File: config.mk
export PLATFORM = sky130hd
export DESIGN_NAME = rl_lj_force_accumulator
export DESIGN_NICKNAME = d
export VERILOG_FILES = /design/src/rtl/rl_lj_force_accumulator.sv
export SDC_FILE = /design/constraint.sdc
export NUM_CORES = 2
export LEC_CHECK = 0
export CAP_MARGIN = 25
export CORE_AREA = 2 2 341 343
export CTS_BUF_LIST = sky130_fd_sc_hd__clkbuf_8 sky130_fd_sc_hd__clkbuf_16
export DETAILED_ROUTE_END_ITERATION = 10
export DIE_AREA = 0 0 343 345
export PLACE_DENSITY = 0.54
export REMOVE_ABC_BUFFERS = 1
export SYNTH_ARGS = -nofsm -noshare
export SYNTH_HDL_FRONTEND = slang
export SYNTH_SLANG_ARGS = --single-unit
File: constraint.sdc
create_clock -name clk -period 8.8 [get_ports clk]
set_input_delay 0.88 -clock clk [delete_from_list [all_inputs] [get_ports clk]]
set_output_delay 0.88 -clock clk [all_outputs]
set_load 0.02 [all_outputs]
File: src/rtl/rl_lj_force_accumulator.sv
`timescale 1ns/1ps
// Sums the per-pair IEEE-754 LJ forces of each reference particle in signed fixed point
// and issues one force-cache write per reference.
module rl_lj_force_accumulator #(
  parameter int DATA_WIDTH              = 32,
  parameter int REF_PARTICLE_NUM        = 100,
  parameter int REF_RAM_ADDR_WIDTH      = 7,
  parameter int NEIGHBOR_PARTICLE_NUM   = 100,
  parameter int NEIGHBOR_RAM_ADDR_WIDTH = 7,
  parameter int ACC_WIDTH               = 48,
  parameter int FRAC_BITS               = 24
) (
  input  logic                          clk,
  input  logic                          rst,
  input  logic                          start,
  input  logic                          force_valid,
  input  logic [DATA_WIDTH-1:0]         force_x,
  input  logic [DATA_WIDTH-1:0]         force_y,
  input  logic [DATA_WIDTH-1:0]         force_z,
  input  logic                          pipeline_done,
  output logic [ACC_WIDTH-1:0]          acc_x,
  output logic [ACC_WIDTH-1:0]          acc_y,
  output logic [ACC_WIDTH-1:0]          acc_z,
  output logic [REF_RAM_ADDR_WIDTH-1:0] acc_addr,
  output logic                          acc_wren,
  output logic                          overflow,
  output logic                          count_error,
  output logic                          done
);

  typedef enum logic [1:0] {IDLE = 2'd0, ACCUM = 2'd1, DONE = 2'd2} state_t;

  localparam logic [ACC_WIDTH-1:0] MAX_POS = {1'b0, {(ACC_WIDTH-1){1'b1}}};
  localparam logic [ACC_WIDTH-1:0] MAX_NEG = {1'b1, {(ACC_WIDTH-2){1'b0}}, 1'b1};
  localparam logic signed [ACC_WIDTH:0] SUM_MAX = {2'b00, {(ACC_WIDTH-1){1'b1}}};
  localparam logic signed [ACC_WIDTH:0] SUM_MIN = {2'b11, {(ACC_WIDTH-2){1'b0}}, 1'b1};
  localparam logic [NEIGHBOR_RAM_ADDR_WIDTH-1:0] NBR_LAST =
    NEIGHBOR_RAM_ADDR_WIDTH'(NEIGHBOR_PARTICLE_NUM - 1);
  localparam logic [REF_RAM_ADDR_WIDTH-1:0] REF_LAST =
    REF_RAM_ADDR_WIDTH'(REF_PARTICLE_NUM - 1);

  // Returns {saturated, value}: float truncated toward zero into the fixed-point format.
  function automatic logic [ACC_WIDTH:0] to_fixed(input logic [DATA_WIDTH-1:0] f);
    logic [7:0]           e;
    logic [23:0]          mant;
    logic [ACC_WIDTH-1:0] mag;
    logic                 sat;
    int                   sh;
    e    = f[30:23];
    mant = {1'b1, f[22:0]};
    mag  = '0;
    sat  = 1'b0;
    sh   = int'({24'd0, e}) - 32'sd150 + FRAC_BITS;
    if (e == 8'd0) begin
      mag = '0;
    end else if (e == 8'hFF || sh >= ACC_WIDTH - 32'sd24) begin
      sat = 1'b1;
    end else if (sh >= 32'sd0) begin
      mag = {{(ACC_WIDTH-24){1'b0}}, mant} << sh;
    end else if (sh > -32'sd24) begin
      mag = {{(ACC_WIDTH-24){1'b0}}, mant >> (-sh)};
    end else begin
      mag = '0;
    end
    if (sat) begin
      mag = MAX_POS;
    end else begin
      mag = mag;
    end
    return {sat, (f[31] ? -mag : mag)};
  endfunction

  // Returns {saturated, sum} clamped symmetrically to [-MAX, +MAX].
  function automatic logic [ACC_WIDTH:0] sat_add(input logic [ACC_WIDTH-1:0] a,
                                                 input logic [ACC_WIDTH-1:0] b);
    logic signed [ACC_WIDTH:0] s;
    s = $signed({a[ACC_WIDTH-1], a}) + $signed({b[ACC_WIDTH-1], b});
    if (s > SUM_MAX) begin
      return {1'b1, MAX_POS};
    end else if (s < SUM_MIN) begin
      return {1'b1, MAX_NEG};
    end else begin
      return {1'b0, s[ACC_WIDTH-1:0]};
    end
  endfunction

  state_t                             state_r;
  logic [NEIGHBOR_RAM_ADDR_WIDTH-1:0] nbr_cnt_r;
  logic [REF_RAM_ADDR_WIDTH-1:0]      ref_cnt_r;
  logic                               all_counted_r;
  logic                               early_r;
  logic                               s1_valid_r, s1_first_r, s1_last_r, s1_ovf_r;
  logic [REF_RAM_ADDR_WIDTH-1:0]      s1_ref_r;
  logic [ACC_WIDTH-1:0]               s1_x_r, s1_y_r, s1_z_r;
  logic [ACC_WIDTH-1:0]               acc_x_r, acc_y_r, acc_z_r;
  logic [REF_RAM_ADDR_WIDTH-1:0]      acc_addr_r;
  logic                               acc_wren_r, overflow_r, count_error_r, done_r;
  logic [ACC_WIDTH:0]                 conv_x_s, conv_y_s, conv_z_s;
  logic [ACC_WIDTH:0]                 next_x_s, next_y_s, next_z_s;
  logic                               early_done_s;

  // Stage-1 conversion, stage-2 load/add selection and early-termination detect.
  always_comb begin
    conv_x_s     = to_fixed(force_x);
    conv_y_s     = to_fixed(force_y);
    conv_z_s     = to_fixed(force_z);
    early_done_s = (state_r == ACCUM) && pipeline_done && !all_counted_r;
    if (s1_first_r) begin
      next_x_s = {1'b0, s1_x_r};
      next_y_s = {1'b0, s1_y_r};
      next_z_s = {1'b0, s1_z_r};
    end else begin
      next_x_s = sat_add(acc_x_r, s1_x_r);
      next_y_s = sat_add(acc_y_r, s1_y_r);
      next_z_s = sat_add(acc_z_r, s1_z_r);
    end
  end

  // Run control FSM, pair counters and the two-stage convert/accumulate pipeline.
  always_ff @(posedge clk) begin
    if (rst || start) begin
      state_r       <= rst ? IDLE : ACCUM;
      nbr_cnt_r     <= '0;
      ref_cnt_r     <= '0;
      all_counted_r <= 1'b0;
      early_r       <= 1'b0;
      s1_valid_r    <= 1'b0;
      s1_first_r    <= 1'b0;
      s1_last_r     <= 1'b0;
      s1_ovf_r      <= 1'b0;
      s1_ref_r      <= '0;
      s1_x_r        <= '0;
      s1_y_r        <= '0;
      s1_z_r        <= '0;
      acc_x_r       <= '0;
      acc_y_r       <= '0;
      acc_z_r       <= '0;
      acc_addr_r    <= '0;
      acc_wren_r    <= 1'b0;
      overflow_r    <= 1'b0;
      count_error_r <= 1'b0;
      done_r        <= 1'b0;
    end else begin
      acc_wren_r <= 1'b0;
      done_r     <= 1'b0;
      s1_valid_r <= 1'b0;
      case (state_r)
        IDLE: state_r <= IDLE;
        ACCUM: begin
          if (early_done_s) begin
            // The in-flight partial sum is discarded, never written.
            count_error_r <= 1'b1;
            early_r       <= 1'b1;
            done_r        <= 1'b1;
            acc_x_r       <= '0;
            acc_y_r       <= '0;
            acc_z_r       <= '0;
            state_r       <= DONE;
          end else begin
            if (force_valid && !all_counted_r) begin
              s1_valid_r <= 1'b1;
              s1_first_r <= (nbr_cnt_r == '0);
              s1_last_r  <= (nbr_cnt_r == NBR_LAST);
              s1_ref_r   <= ref_cnt_r;
              s1_x_r     <= conv_x_s[ACC_WIDTH-1:0];
              s1_y_r     <= conv_y_s[ACC_WIDTH-1:0];
              s1_z_r     <= conv_z_s[ACC_WIDTH-1:0];
              s1_ovf_r   <= conv_x_s[ACC_WIDTH] | conv_y_s[ACC_WIDTH] | conv_z_s[ACC_WIDTH];
              if (nbr_cnt_r == NBR_LAST) begin
                nbr_cnt_r     <= '0;
                ref_cnt_r     <= ref_cnt_r + 1'b1;
                all_counted_r <= (ref_cnt_r == REF_LAST);
              end else begin
                nbr_cnt_r <= nbr_cnt_r + 1'b1;
              end
            end
            if (s1_valid_r) begin
              acc_x_r    <= next_x_s[ACC_WIDTH-1:0];
              acc_y_r    <= next_y_s[ACC_WIDTH-1:0];
              acc_z_r    <= next_z_s[ACC_WIDTH-1:0];
              overflow_r <= overflow_r | s1_ovf_r | next_x_s[ACC_WIDTH]
                            | next_y_s[ACC_WIDTH] | next_z_s[ACC_WIDTH];
              acc_addr_r <= s1_ref_r;
              acc_wren_r <= s1_last_r;
              if (s1_last_r && (s1_ref_r == REF_LAST)) begin
                state_r <= DONE;
              end
            end
          end
        end
        DONE: begin
          // The early path already pulsed done on entry.
          done_r  <= !early_r;
          early_r <= 1'b0;
          state_r <= IDLE;
        end
        default: state_r <= IDLE;
      endcase
    end
  end

  assign acc_x       = acc_x_r;
  assign acc_y       = acc_y_r;
  assign acc_z       = acc_z_r;
  assign acc_addr    = acc_addr_r;
  assign acc_wren    = acc_wren_r;
  assign overflow    = overflow_r;
  assign count_error = count_error_r;
  assign done        = done_r;

endmodule

==> PnR_summary.wiki <==
== Flow metrics ==
{| class="wikitable"
! Metric !! Value
|-
| Post-CTS clock slew at the launch and capture registers of the worst setup and hold paths || 60 ps
|-
| Post-synth EDFFs || 2
|-
| Std-Cell Rows || 125
|-
| Clock tree from TritonCTS || yes
|-
| Commonest flop || sky130_fd_sc_hd__dfxtp_1
|-
| Final worst slack || 982 ps
|-
| Insertion delay of the later-clocked pin in the worst-skew pair || 590 ps
|-
| Clock Tree Buf Depth || 3
|-
| Clock tree sinks || 328
|-
| Buffers added on ports || 255
|-
| Layout Cell Area excl Fill || 0.0449 mm^2
|-
| Slowest stage cell on the critical path || sky130_fd_sc_hd__clkdlybuf4s50_1
|-
| Core outline area || 0.115 mm^2
|-
| Vertical die size || 345 um
|-
| Chip area line of the yosys report || 0.0399 mm^2
|-
| Worst reg-to-reg path cell count || 17
|-
| Antenna viol nets, final || 0
|-
| Top logic cells by instance count in the layout || sky130_fd_sc_hd__nand2_1, sky130_fd_sc_hd__o21ai_0, sky130_fd_sc_hd__a21oi_1
|-
| Root cell of the clock tree || sky130_fd_sc_hd__clkbuf_16
|-
| Peak supply drop || 0.000129 V
|-
| Residual DRC || 0
|-
| Most used standard cells in the synthesized netlist || sky130_fd_sc_hd__nand2_1, sky130_fd_sc_hd__o21ai_0, sky130_fd_sc_hd__a21oi_1, sky130_fd_sc_hd__nor2_1, sky130_fd_sc_hd__dfxtp_1
|-
| Maximum fanout along the worst path || 18
|-
| Headroom to the max-slew limit || 28.3%
|-
| Static Leakage || 16.7 nW
|-
| Core utilization before placement || 34.6%
|-
| Cell count of the worst hold path || 2
|-
| Count of warning messages emitted by the tools || 39
|-
| Area after detailed placement || 0.0437 mm^2
|-
| Number of CTS-inserted buffers || 37
|-
| Number of maximum-capacitance violations || 0
|-
| Setup-violating endpoint count in the final report || 0
|-
| Result of the run || completed
|-
| Most instantiated logic cell after routing || sky130_fd_sc_hd__nand2_1
|-
| Most used standard cell by instance count after synthesis || sky130_fd_sc_hd__nand2_1
|-
| R2R Setup Slk || 2760 ps
|-
| Most Crowded Layer GR || met1
|-
| I/O pins || 256
|-
| Global-route congestion overflow total || 0
|-
| Arr. time, crit path || 8330 ps
|-
| Number of iterations in the first detailed-routing pass || 6
|-
| Count of pins over their slew limit || 0
|-
| Fin Clk Skew || 39.5 ps
|-
| Nets || 5698
|-
| Gates resized, CTS repair || 0
|-
| Synth area leader || sky130_fd_sc_hd__dfxtp_1
|-
| Fmax || 0.128 GHz
|-
| Final period util || 88.8%
|-
| Data required, critical path || 9310 ps
|-
| Cts hold-fix bufs || 0
|-
| Placer Congestion || 0.988
|-
| Chip Footprint || 0.118 mm^2
|-
| Share of the yosys chip area belonging to registers || 16.5%
|-
| Final Critical Period || 7820 ps
|-
| Share of layout cells above drive strength 1 || 8.71%
|-
| Summed negative setup slack over all endpoints || 0 ps
|-
| HPWL after detailed placement || 127000 um
|-
| Largest cells by area after synthesis || sky130_fd_sc_hd__dfxtp_1, sky130_fd_sc_hd__mux4_2, sky130_fd_sc_hd__nand2_1, sky130_fd_sc_hd__ha_1, sky130_fd_sc_hd__o21ai_0
|-
| Count of unique library cells instantiated by Yosys || 112
|-
| CTS H-tree depth || 2
|-
| Register bit count reported by yosys || 328
|-
| Cells in synth_stat.txt || 5390
|-
| Async set or reset register ratio after synthesis || 0%
|-
| Kind of launch point of the worst setup path || primary input
|-
| Post-CTS setup buffer count || 0
|-
| Wire length of the first global-routing pass || 250000 um
|-
| Synthesis warning total || 0
|-
| Area share of the largest cell type after synthesis || 16.4%
|-
| Final tally of hold violations || 0
|-
| Hold crit path type || reg2reg
|-
| Mean instance size in the synthesized netlist || 7.39 um^2
|-
| Chip Width || 343 um
|-
| Layout-stage area growth over the synthesis result || 12.8%
|-
| Total standard cell area after synthesis || 0.0399 mm^2
|-
| Startpoint-to-endpoint class of the critical path || in2reg
|-
| First-iteration detailed-routing DRC count || 4379
|-
| CP endpoint kind || flip-flop
|-
| Worst setup slack before clock tree synthesis || 535 ps
|-
| RSZ-0062 raised after global routing || false
|-
| Maximum number of pins on one net before global-route repair || 80
|-
| Worst-margin pin slew || 1080 ps
|-
| Via-per-instance ratio || 6.19
|-
| Max incr delay on CP || 680 ps
|}
==> through the flow <==
step                util, %  hold WS, ps  power, W  instances
floorplan                 -          434   0.00297       4988
global placement       37.9          436   0.00380       6881
detailed placement     37.9          442   0.00379       6885
CTS                    39.0          451   0.00546       6946
global route           39.0          488   0.00573       6950
finish                 39.0          447   0.00548       6951
==> where the power goes <==
group | internal [W] | switching [W] | leakage (nW)
Sequential | 0.00150 | 0.0000161 | 2.65
Combinational | 0.000795 | 0.00153 | 13.4
Clock | 0.000963 | 0.000679 | 0.634
==> layout make-up <==
cell class / count / area [um^2]
fillers: 12100 / 70200
multi-input cells: 4562 / 31400
flip-flops and latches: 328 / 6590
repair buffers: 373 / 3440
well taps: 1524 / 1910
clock buffers: 44 / 1040
inverters: 98 / 368
clock inverters: 17 / 209
diodes: 5 / 12.5
==> final timing paths <==
path	start	endpoint
min reg2reg	count_error	count_error
max reg2reg	s1_x_r[0]	acc_x[36]
max	force_z[25]	s1_z_r[26]
min	count_error	count_error
==> worst max-delay path: cells and delay by family <==
family / cells / cell delay (ps)
buffers and inverters: 5 / 1400
and+or+nand+nor: 10 / 3020
xor gates and xnor gates: 1 / 170
AOI/OAI and AO/OA: 6 / 1950
adders and majority gates: 3 / 900
==> layer usage <==
| layer | share of wire [%] | routed length [um] |
|---|---|---|
| met1 | 49 | 80300 |
| met2 | 41 | 68500 |
| met3 | 7.6 | 12500 |
| met4 | 2.4 | 3880 |
| met5 | 0.036 | 59 |
==> kinds of logic (layout without fill, tap and decap cells) <==
family	count (synthesis)	count (layout)	share of synthesized area, %
buffers and inverters	500	532	5.06
DFF	328	328	16.5
AOI/OAI and AO/OA	1871	1871	30.8
muxes	323	323	12.1
xor gates and xnor gates	287	287	6.43
and+or+nand+nor	1880	1880	22.7
adders and majority gates	201	201	6.34
other	0	5	0
==> sequential cells by signal, indices dropped and copies added (netlist names) <==
signal	flops
acc_x	48
acc_y	48
acc_z	48
s1_x_r	48
s1_y_r	48
s1_z_r	48
acc_addr	7
nbr_cnt_r	7
ref_cnt_r	7
s1_ref_r	7
state_r	2
acc_wren	1
all_counted_r	1
count_error	1
done	1
early_r	1
overflow	1
s1_first_r	1
s1_last_r	1
s1_ovf_r	1
s1_valid_r	1
Metal 1:
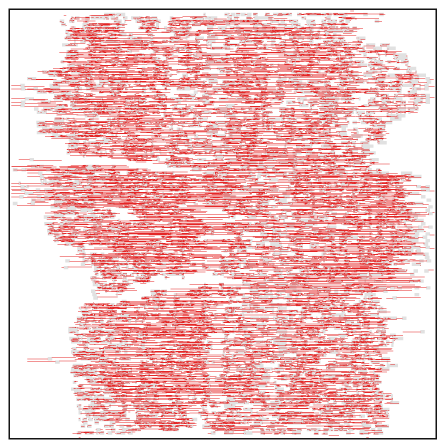
wire length on this layer	80.3 mm
share of all routed wire	49%
nets with wire on the layer	5428
longest straight run	71.3 um
via count of the routed design: 43000
met1 layer usage reported by global route: 40.9%
Routed WL: 165000 um

Met2 routing:
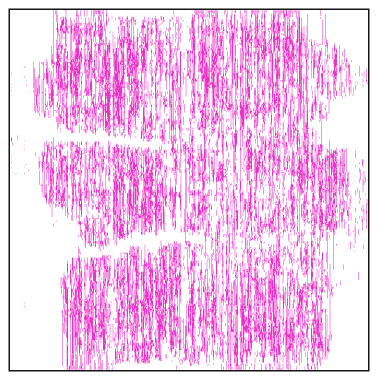
main direction	vertical
share of all routed wire	41%
wire length on this layer	68.5 mm
nets with wire on the layer	4577
longest straight run	136 um
global-route track usage on met2: 38.0%

Met3 routing:
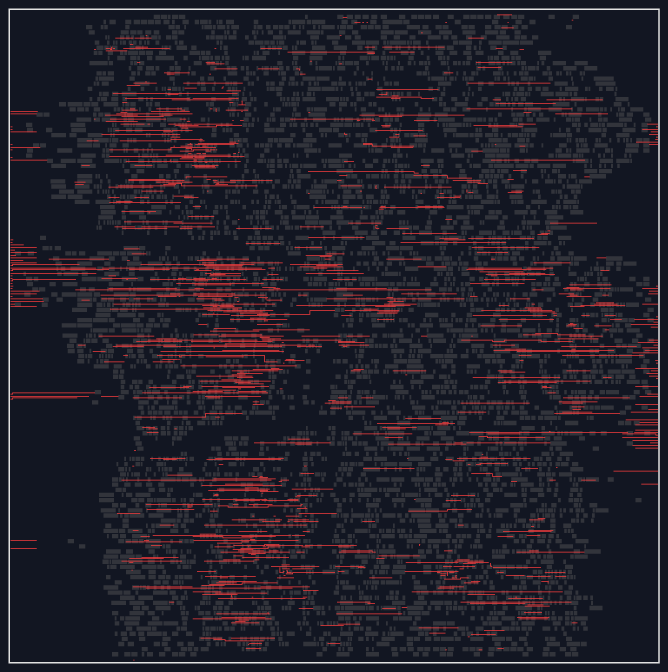
share of all routed wire	7.6%
main direction	horizontal
nets with wire on the layer	668
wire length on this layer	12500 um
global routing usage on met3: 3.51%

Signal wires on met4:
Bar = 100 um.
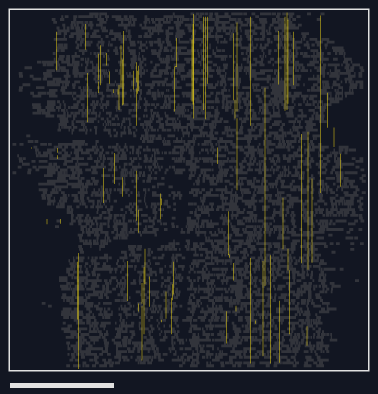
longest straight run	190 um
wire length on this layer	3880 um
share of all routed wire	2.4%

Congestion heat map:
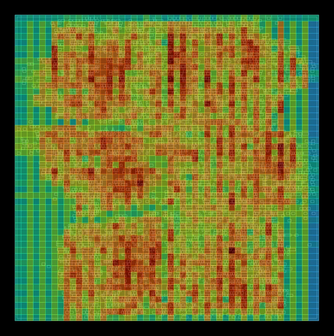
post-route core utilization: 39.0%
total track usage: 26.5%
average routed wire per standard cell: 23.8 um

No activity file was given, so power comes from the tool's default toggle rates.
